port_trees.png
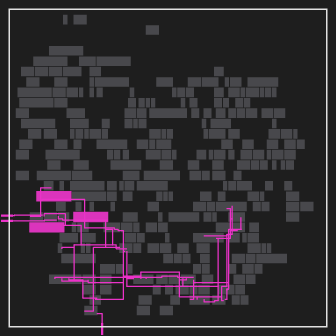
m1.png
Supply wires on this layer in grey.
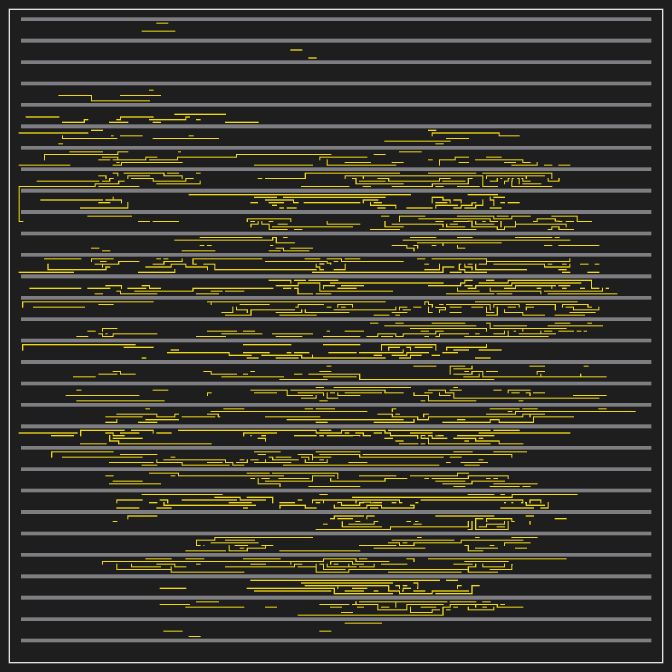
util_map.png
The die is cut into 8 by 8 equal tiles; white is low, dark blue is high, 0 to 100% covered.
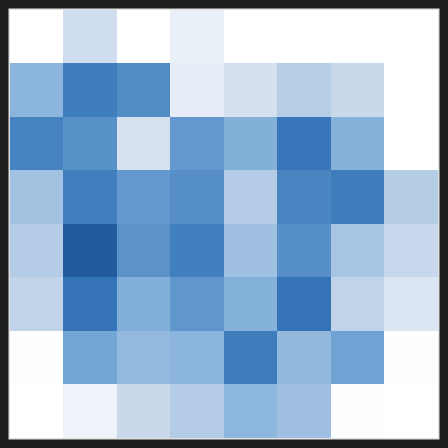
class_map.png
Bar = 20 um. Fill, decap, tap and diode cells in grey.
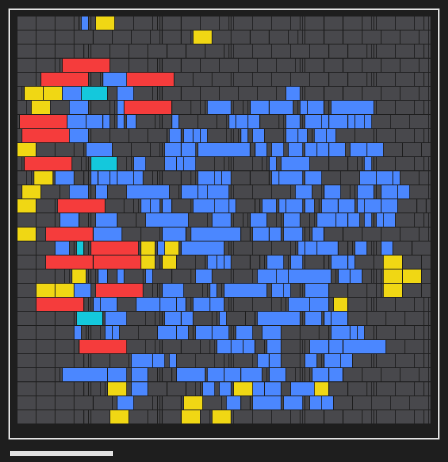
congestion_map.png
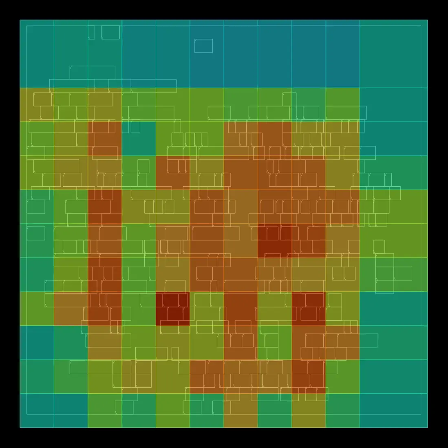
Design rr_arbiter8, sky130hd; sources not shown.
==> impl_metrics.py <==
# Metrics from the implementation run
metrics = {
    "critical_path": {
        "path_class": "in -> reg",
        "worst-path-buf-inv": 1,
        "cp-start-kind": "input port",
        "slowest_stage": "clkdlybuf4s50_1",
        "reg2reg_depth": 13,
        "max_stage_delay_ns": 0.59,
    },
    "finish": {
        "mi_logic_area_um2": 1740,
        "clkCellAreaFrac_pct": 1.77,
        "lay_top_count": "nand2_1",
        "layout.non_clock_buffers": 29,
        "area.growth.synth_to_final_pct": 11.7,
        "comb_area_share_pct": 68.2,
        "biggestCellCategory": "combinational gates",
        "fillers": 661,
    },
    "global_route": {
        "first_global_vias": 2043,
        "antenna_found_initial": 0,
        "grt_pass1_wl_um": 11100,
    },
    "route": {
        "firstDrtPassIters": 5,
        "route.detailed.drc": 0,
        "drtIter0Drc": 172,
    },
    "clock_network": {
        "cts_tree": "yes",
        "htreeDepth": 1,
        "clock-sinks": 15,
        "clk_latency_ns": 0.25,
    },
    "timing": {
        "finalHoldViolCount": 0,
        "slew_headroom_pct": 49.4,
        "period_used_pct": 88.7,
    },
    "logic_synthesis": {
        "synth-async-reset-ratio_pct": 100,
        "synth_top_area_share_pct": 16.4,
        "yosysSeqAreaShare_pct": 16.4,
        "yosys_area_um2": 2280,
        "postSynthAreaPerCell_um2": 8.99,
    },
    "placement": {
        "finalWeightedCongestion": 0.847,
        "dpl.hpwl_um": 5130,
    },
    "min_path": {
        "holdPathStages": 1,
    },
    "floorplan": {
        "dieArea_um2": 6850,
    },
    "run_status": {
        "outcome": "complete, no violations",
    },
}
About port_trees.png:
[magenta] `gnt_idx` | bits: 3 | direction: output | edge: 2 left, 1 bottom | end cells: 3 | buffers: 3 | wire: 446 um
IO buf count: 22
I/O pin total: 24

About m1.png:
main direction: horizontal
wire length on this layer: 3050 um
share of all routed wire: 45%
longest straight run: 28.1 um
nets with wire on the layer: 259
Detailed Route WL: 6840 um
DR vias: 2272
met1 Usage GRT: 29.9%

About util_map.png:
emptiest ninth of the die: upper right
tiles over 75% full: 1.6%
fullest tile: 83%
mean over tiles: 36%
nearly empty tiles: 20%
Core Area: 6310 um^2
Layout Utilization: 40.4%
Starting Density: 36.2%

About class_map.png:
[yellow] remaining buffers and delay cells | cells: 29 | share of their area: 11%
[red] registers | cells: 15 | share of their area: 15%
[blue] remaining logic cells | cells: 216 | share of their area: 72%
[cyan] clock drivers and dummy loads | cells: 4 | share of their area: 1.8%
num rows: 29
post-route cell area: 2550 um^2
flop share of the area: 14.7%

About congestion_map.png:
met2 usage in global routing: 36.5%
average wire per standard cell: 20.0 um
Most Crowded Layer GR: met2
Tot GR Track Use: 21.8%

[worst reg2reg max path, stage by stage (launching register included)]
cell and delay, ns:
dfrtp_1 0.34, clkinv_1 0.08, ha_1 0.71, and2_1 0.28, a22oi_1 0.12, mux4_2 0.49, a21o_1 0.18, o221a_2 0.25
o22a_1 0.22, or2_1 0.29, nor2_1 0.14, ha_1 0.24, nand2_1 0.06, o21ai_0 0.07
[per-stage QoR]
| stage | util, % | cell area (um^2) |
|---|---|---|
| after floorplan | - | 2280 |
| after global placement | 39.7 | 2500 |
| after detailed placement | 39.7 | 2500 |
| after CTS | 40.4 | 2550 |
| after global routing | 40.4 | 2550 |
| final | 40.4 | 2550 |
[per-layer routing]
layer  share of wire, %  global-route usage [%]
met2                 48                    36.5
met3                5.6                    1.64
met4                1.4                    5.86
met1                 45                    29.9
met5                  0                       0
